## src/rtl/turfio_aurora_tx_arbiter.sv

```systemverilog
// Per-lane TX arbiter between a framed data stream and UFC messages in front of the Aurora TX ports.
// Optional saturating frame/UFC counters are built when TURFIO_TX_ARB_STATS_EN is defined.
module turfio_aurora_tx_arbiter #(
  parameter int NUM_LANES  = 4,
  parameter int DATA_WIDTH = 16
) (
  input  logic                                  user_clk,
  input  logic                                  reset,
  input  logic [NUM_LANES-1:0]                  channel_up,
  input  logic [NUM_LANES*DATA_WIDTH-1:0]       s_data_tdata,
  input  logic [NUM_LANES*(DATA_WIDTH/8)-1:0]   s_data_tkeep,
  input  logic [NUM_LANES-1:0]                  s_data_tlast,
  input  logic [NUM_LANES-1:0]                  s_data_tvalid,
  output logic [NUM_LANES-1:0]                  s_data_tready,
  input  logic [3*NUM_LANES-1:0]                s_ufc_tsize,
  input  logic [NUM_LANES-1:0]                  s_ufc_tvalid,
  output logic [NUM_LANES-1:0]                  s_ufc_tready,
  input  logic [NUM_LANES*DATA_WIDTH-1:0]       s_ufcd_tdata,
  input  logic [NUM_LANES-1:0]                  s_ufcd_tlast,
  input  logic [NUM_LANES-1:0]                  s_ufcd_tvalid,
  output logic [NUM_LANES-1:0]                  s_ufcd_tready,
  output logic [NUM_LANES*DATA_WIDTH-1:0]       m_tx_tdata,
  output logic [NUM_LANES*(DATA_WIDTH/8)-1:0]   m_tx_tkeep,
  output logic [NUM_LANES-1:0]                  m_tx_tlast,
  output logic [NUM_LANES-1:0]                  m_tx_tvalid,
  input  logic [NUM_LANES-1:0]                  m_tx_tready,
  output logic [3*NUM_LANES-1:0]                m_ufc_tdata,
  output logic [NUM_LANES-1:0]                  m_ufc_tvalid,
  input  logic [NUM_LANES-1:0]                  m_ufc_tready,
  output logic [NUM_LANES-1:0]                  frame_abort,
  output logic [NUM_LANES-1:0]                  ufc_len_err,
  output logic [16*NUM_LANES-1:0]               stat_frames,
  output logic [16*NUM_LANES-1:0]               stat_ufc,
  output logic [3*NUM_LANES-1:0]                dbg_state
);

  localparam int KW = DATA_WIDTH / 8;

  localparam logic [2:0] ST_IDLE       = 3'd0;
  localparam logic [2:0] ST_DATA       = 3'd1;
  localparam logic [2:0] ST_UFC_HDR    = 3'd2;
  localparam logic [2:0] ST_UFC_PAY    = 3'd3;
  localparam logic [2:0] ST_DRAIN_DATA = 3'd4;
  localparam logic [2:0] ST_DRAIN_UFC  = 3'd5;

  // Every port pair is AXI4-Stream: a beat moves on a user_clk rising edge where valid and ready
  // are both high; ready may depend combinationally on valid, valid never waits for ready.
  for (genvar i = 0; i < NUM_LANES; i++) begin : g_lane
    logic [2:0]            state, state_nxt, tsize_q, cnt_q;
    logic                  ufc_v_q, abort_q, lerr_q;
    logic                  cu, dv, dl, uv, udv, udl, mrdy;
    logic                  dr, ur, udr, tv, tl;
    logic [DATA_WIDTH-1:0] td;
    logic [KW-1:0]         tk;
    logic                  abort_nxt, lerr_nxt, load_cnt, dec_cnt, latch_sz;

    assign cu   = channel_up[i];
    assign dv   = s_data_tvalid[i];
    assign dl   = s_data_tlast[i];
    assign uv   = s_ufc_tvalid[i];
    assign udv  = s_ufcd_tvalid[i];
    assign udl  = s_ufcd_tlast[i];
    assign mrdy = m_tx_tready[i];

    always_comb begin
      state_nxt = state;
      dr        = 1'b0;
      ur        = 1'b0;
      udr       = 1'b0;
      tv        = 1'b0;
      td        = s_data_tdata[i*DATA_WIDTH +: DATA_WIDTH];
      tk        = s_data_tkeep[i*KW +: KW];
      tl        = dl;
      abort_nxt = 1'b0;
      lerr_nxt  = 1'b0;
      load_cnt  = 1'b0;
      dec_cnt   = 1'b0;
      latch_sz  = 1'b0;
      case (state)
        ST_IDLE: begin
          if (cu) begin
            if (uv) begin
              latch_sz  = 1'b1;
              state_nxt = ST_UFC_HDR;
            end else begin
              tv = dv;
              dr = mrdy;
              if (dv && mrdy && !dl) state_nxt = ST_DATA;
            end
          end
        end
        ST_DATA: begin
          if (!cu) begin
            state_nxt = ST_DRAIN_DATA;
            abort_nxt = 1'b1;
          end else begin
            tv = dv;
            dr = mrdy;
            if (dv && mrdy && dl) state_nxt = ST_IDLE;
          end
        end
        ST_UFC_HDR: begin
          if (!cu) begin
            state_nxt = ST_IDLE;
          end else if (m_ufc_tready[i]) begin
            ur        = 1'b1;
            load_cnt  = 1'b1;
            state_nxt = ST_UFC_PAY;
          end
        end
        ST_UFC_PAY: begin
          td = s_ufcd_tdata[i*DATA_WIDTH +: DATA_WIDTH];
          tk = '1;
          tl = 1'b0;
          if (!cu) begin
            state_nxt = ST_DRAIN_UFC;
            abort_nxt = 1'b1;
          end else begin
            tv  = udv;
            udr = mrdy;
            if (udv && mrdy) begin
              // Length comes from tsize alone; tlast is only cross-checked.
              lerr_nxt = (udl != (cnt_q == 3'd0));
              dec_cnt  = 1'b1;
              if (cnt_q == 3'd0) state_nxt = ST_IDLE;
            end
          end
        end
        ST_DRAIN_DATA: begin
          dr = 1'b1;
          if (dv && dl) state_nxt = ST_IDLE;
        end
        ST_DRAIN_UFC: begin
          udr = 1'b1;
          if (udv) begin
            dec_cnt = 1'b1;
            if (cnt_q == 3'd0) state_nxt = ST_IDLE;
          end
        end
        default: state_nxt = ST_IDLE;
      endcase
    end

    always_ff @(posedge user_clk) begin
      if (reset) begin
        state   <= ST_IDLE;
        tsize_q <= 3'd0;
        cnt_q   <= 3'd0;
        ufc_v_q <= 1'b0;
        abort_q <= 1'b0;
        lerr_q  <= 1'b0;
      end else begin
        state <= state_nxt;
        if (latch_sz) tsize_q <= s_ufc_tsize[3*i +: 3];
        if (load_cnt)     cnt_q <= tsize_q;
        else if (dec_cnt) cnt_q <= cnt_q - 3'd1;
        ufc_v_q <= (state_nxt == ST_UFC_HDR);
        abort_q <= abort_nxt;
        lerr_q  <= lerr_nxt;
      end
    end

    assign s_data_tready[i]                      = dr;
    assign s_ufc_tready[i]                       = ur;
    assign s_ufcd_tready[i]                      = udr;
    assign m_tx_tdata[i*DATA_WIDTH +: DATA_WIDTH] = td;
    assign m_tx_tkeep[i*KW +: KW]                 = tk;
    assign m_tx_tlast[i]                          = tl;
    assign m_tx_tvalid[i]                         = tv;
    assign m_ufc_tdata[3*i +: 3]                  = tsize_q;
    assign m_ufc_tvalid[i]                        = ufc_v_q;
    assign frame_abort[i]                         = abort_q;
    assign ufc_len_err[i]                         = lerr_q;
    assign dbg_state[3*i +: 3]                    = state;

`ifdef TURFIO_TX_ARB_STATS_EN
    logic [15:0] frames_q, ufc_q;
    logic        frame_inc;

    // Drained beats never reach m_tx, so only real forwarded frame ends count.
    assign frame_inc = tv && mrdy && tl && ((state == ST_IDLE) || (state == ST_DATA));

    always_ff @(posedge user_clk) begin
      if (reset) begin
        frames_q <= 16'd0;
        ufc_q    <= 16'd0;
      end else begin
        if (frame_inc && (frames_q != 16'hFFFF)) frames_q <= frames_q + 16'd1;
        if (ur && (ufc_q != 16'hFFFF))           ufc_q    <= ufc_q + 16'd1;
      end
    end

    assign stat_frames[16*i +: 16] = frames_q;
    assign stat_ufc[16*i +: 16]    = ufc_q;
`else
    assign stat_frames[16*i +: 16] = 16'd0;
    assign stat_ufc[16*i +: 16]    = 16'd0;
`endif
  end

endmodule

```

## config.mk

```make
export PLATFORM = sky130hd
export DESIGN_NAME = turfio_aurora_tx_arbiter
export DESIGN_NICKNAME = d
export VERILOG_FILES = /design/src/rtl/turfio_aurora_tx_arbiter.sv
export SDC_FILE = /design/constraint.sdc
export NUM_CORES = 1
export LEC_CHECK = 0
export CAP_MARGIN = 10
export CORE_AREA = 2 2 170 172
export CTS_CLUSTER_DIAMETER = 150
export DETAILED_ROUTE_END_ITERATION = 16
export DIE_AREA = 0 0 172 174
export HOLD_SLACK_MARGIN = 0.06
export SLEW_MARGIN = 5
export SYNTH_ARGS = -nofsm -noshare
export SYNTH_HDL_FRONTEND = slang
export SYNTH_SLANG_ARGS = --single-unit
```

## constraint.sdc

```tcl
create_clock -name user_clk -period 2.1 [get_ports user_clk]
set_input_delay 0.21 -clock user_clk [delete_from_list [all_inputs] [get_ports user_clk]]
set_output_delay 0.21 -clock user_clk [all_outputs]
set_load 0.02 [all_outputs]
```

==> images/pins.png <==
Pins as bars across the die edge, other pins in gray.
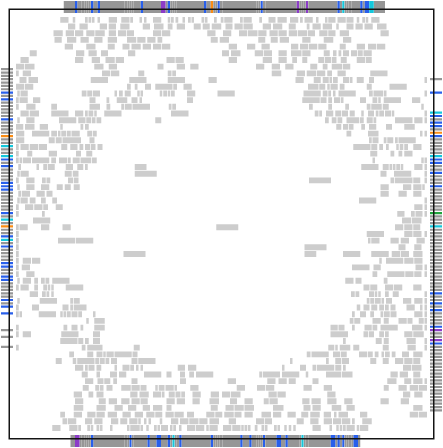
orange -> `m_ufc_tvalid`  # pins 4, direction output, edge 2 left, 1 right, 1 top
green -> `reset`  # pins 1, direction input, edge right
cyan -> `dbg_state`  # pins 12, direction output, edge 4 left, 3 right, 3 top, 2 bottom
blue -> `stat_frames`  # pins 64, direction output, edge 20 bottom, 18 left, 14 right, 12 top
purple -> `m_tx_tkeep`  # pins 8, direction output, edge 4 top, 2 right, 2 bottom
all pins by edge = 142 top, 128 bottom, 92 right, 76 left
width of the die: 172 µm
count of buffers from port buffering: 309
die height: 174 µm

==> images/metal_stack.png <==
Bar = 50 µm.
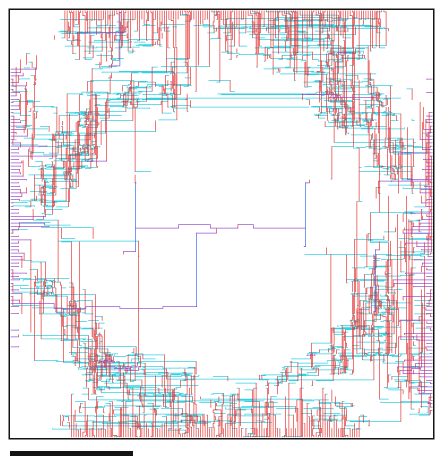
purple -> met3  # wire length 1040 µm
blue -> met4  # wire length 131 µm
red -> met2  # wire length 8630 µm
cyan -> met1  # wire length 7420 µm
WL final: 17200 µm
global-route total usage across every layer: 10.7%
Avg WL per Cell: 13.2 µm
detailed-route via count: 4901

==> results.toml <==
# implementation run metrics
[drt]
routed-wl-met3_um = 1040
first_iter_violations = 174
wl_met2_um = 8630
final_antenna_net_count = 0
via_per_inst = 3.76
met1_length_um = 7420
post-route-drc-count = 0

[setup_path]
worst_ep_required_ns = 1.89
worst_path_dominant_cell_family = "buffers and inverters"
critical_path.cell_chain = "nor2b_1 > nand2_1 > buf_12 > mux2_2 > dlygate4sd2_1"
crit-reg2reg-launch = "g_lane[2].state[2]$_SDFF_PP0_"
cp.arrival_ns = 1.82
critical_path_depth = 5
critical_path.startpoint_type = "register"
critical_path_class = "register to output port"

[die]
floorplan.tapcells = 384
core_area_um2 = 28200
core.rowCount = 62

[job]
cap_violations = 0
warnings = 26

[sta]
max_slew.worst_pin.slew_ns = 0.845
finalSetupTns_ns = 0
setup_violations = 0
crit_path_setup_slack_layout_ns = 0.0732
period_needed_ns = 2.03
relSlewSlack_pct = 43.7
fin_worst_skew_ns = 0.00449
drv_slew = 0
tcrit_tclk_final_pct = 96.5
final_hold_viol_count = 0

[finish]
area_growth_pct = 66.0
logic_area_um2 = 3020
biggestCellCategory = "non-clock buffers"
signal_buffers = 367
inverters = 22
fill_cells = 3076
comb_share_pct = 36.9
antenna_cells_inserted = 0
nClkBuffers = 7
logic_gate_count = 477
largestRegisters = "g_lane.cnt_q: 12 flops, g_lane.state: 12 flops, g_lane.tsize_q: 12 flops"
layout.buffer.nonclock.area_share_pct = 42.6
finalNetCount = 1111

[synthesis]
synth.cellmix.adderShare_pct = 2.03
synth.yosys.num_cells = 609
syn-mean-instance-area_um2 = 8.09
ys.flop_type = "dfxtp_1"
syn-instance-count = 609
synth-simple-area-share_pct = 19.9
ys_warn_count = 0
compound_area_share_pct = 12.1
synth_async_reset_ratio_pct = 0
xor_xnor_cells_area_fraction_pct = 1.42
ys_seq_elements = 48

[power_and_ir_drop]
pg_comb_w = 0.00127
share_comb_of_total_power_pct = 40.9
share_clk_of_total_power_pct = 28.2
pwr.group.sequential_w = 0.000963
power_clock_w = 0.000879
seq_power_share_pct = 30.9
switching_share_of_total_power_pct = 33.9

[clock_tree]
clock_tree.htree_level_count = 2
tritoncts.num_buffers = 5
cts_tree = "built"
cts_root_buffer = "clkbuf_16"
clock_latency_ns = 0.29
post_cts_resize_count = 78

[worst_hold_path]
hold_path.startpoint = "s_ufc_tsize[10]"
hold_path_class = "input port to register"

[run_status]
run_status = "complete, no violations"

[place]
place_hpwl_um = 14400

[global_route]
gr-usage-met1_pct = 13.3
grt_max_degree = 36
==> images/registers.png <==
Other sequential cells in the stronger gray, the rest of the logic in the fainter gray.
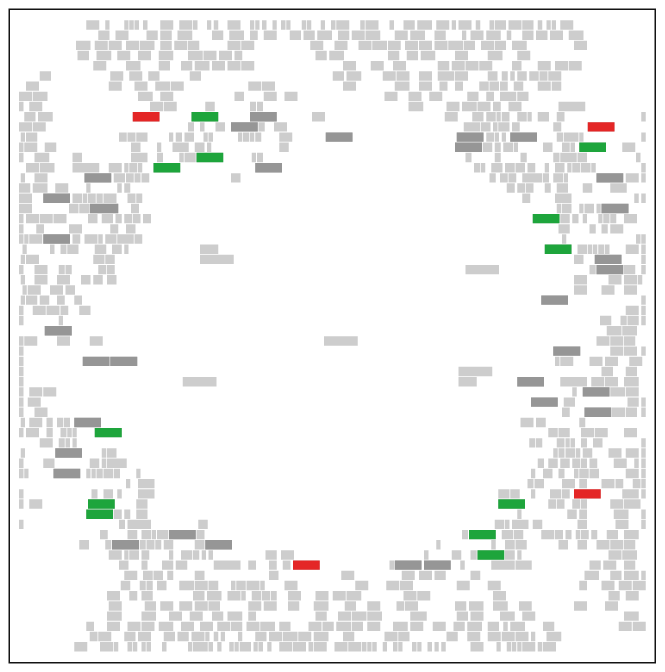
green -> `g_lane.cnt_q`  # placed flops 12
red -> `g_lane.lerr_q`  # placed flops 4, where spread over the die
share of the final layout cell area in sequential cells: 11.8%
area used by sequential logic in the layout: 962 µm²

-- synthesized netlist by cell type (3+ instances only) --
master | count | area [µm²]
buf_4 | 161 | 1210
mux2_2 | 65 | 732
dfxtp_1 | 48 | 961
nand2_1 | 36 | 135
a21oi_1 | 34 | 170
nand2b_1 | 25 | 156
nand3_1 | 22 | 110
inv_1 | 21 | 78.8
nor2_1 | 21 | 78.8
buf_2 | 17 | 85.1
nor2b_1 | 12 | 75.1
clkbuf_1 | 9 | 33.8
ha_1 | 8 | 100
nor3b_1 | 8 | 60.1
o21ai_0 | 7 | 35.0
or3_1 | 7 | 43.8
xnor2_1 | 7 | 61.3
a31oi_1 | 6 | 37.5
and2_1 | 6 | 37.5
nand3b_1 | 6 | 45.0
nor3_1 | 6 | 30.0
o211ai_1 | 6 | 45.0
mux2i_1 | 5 | 50.1
nand4_1 | 5 | 31.3
nor4_1 | 4 | 25.0
o2111ai_1 | 4 | 35.0
a211oi_1 | 3 | 22.5
a311oi_1 | 3 | 26.3
and3_1 | 3 | 18.8
and4b_1 | 3 | 30.0
or2_2 | 3 | 18.8
-- placed cells by master (no fill, tap or decap), drive strengths merged, types with 4 or more instances in the layout --
cell type      Yosys  final
a21oi             36     36
conb               1    128
nor4               4      4
nand3b             6      6
a31oi              6      6
xnor2              7      7
nor3b              9      9
nor3               6      6
ha                 8      8
o21ai              7      7
nand3             22     22
mux2              65     65
clkbuf             9      7
nor2              21     21
nand2             36     36
buf              180     62
nand4              5      5
dfxtp             48     48
nand2b            25     25
mux2i              5      5
dlygate4sd2        0     77
inv               22     22
and2               6      6
o211ai             6      6
o2111ai            4      4
clkdlybuf4s50      0    221
nor2b             12     12
or3                7      7
dlymetal6s2s       0      7
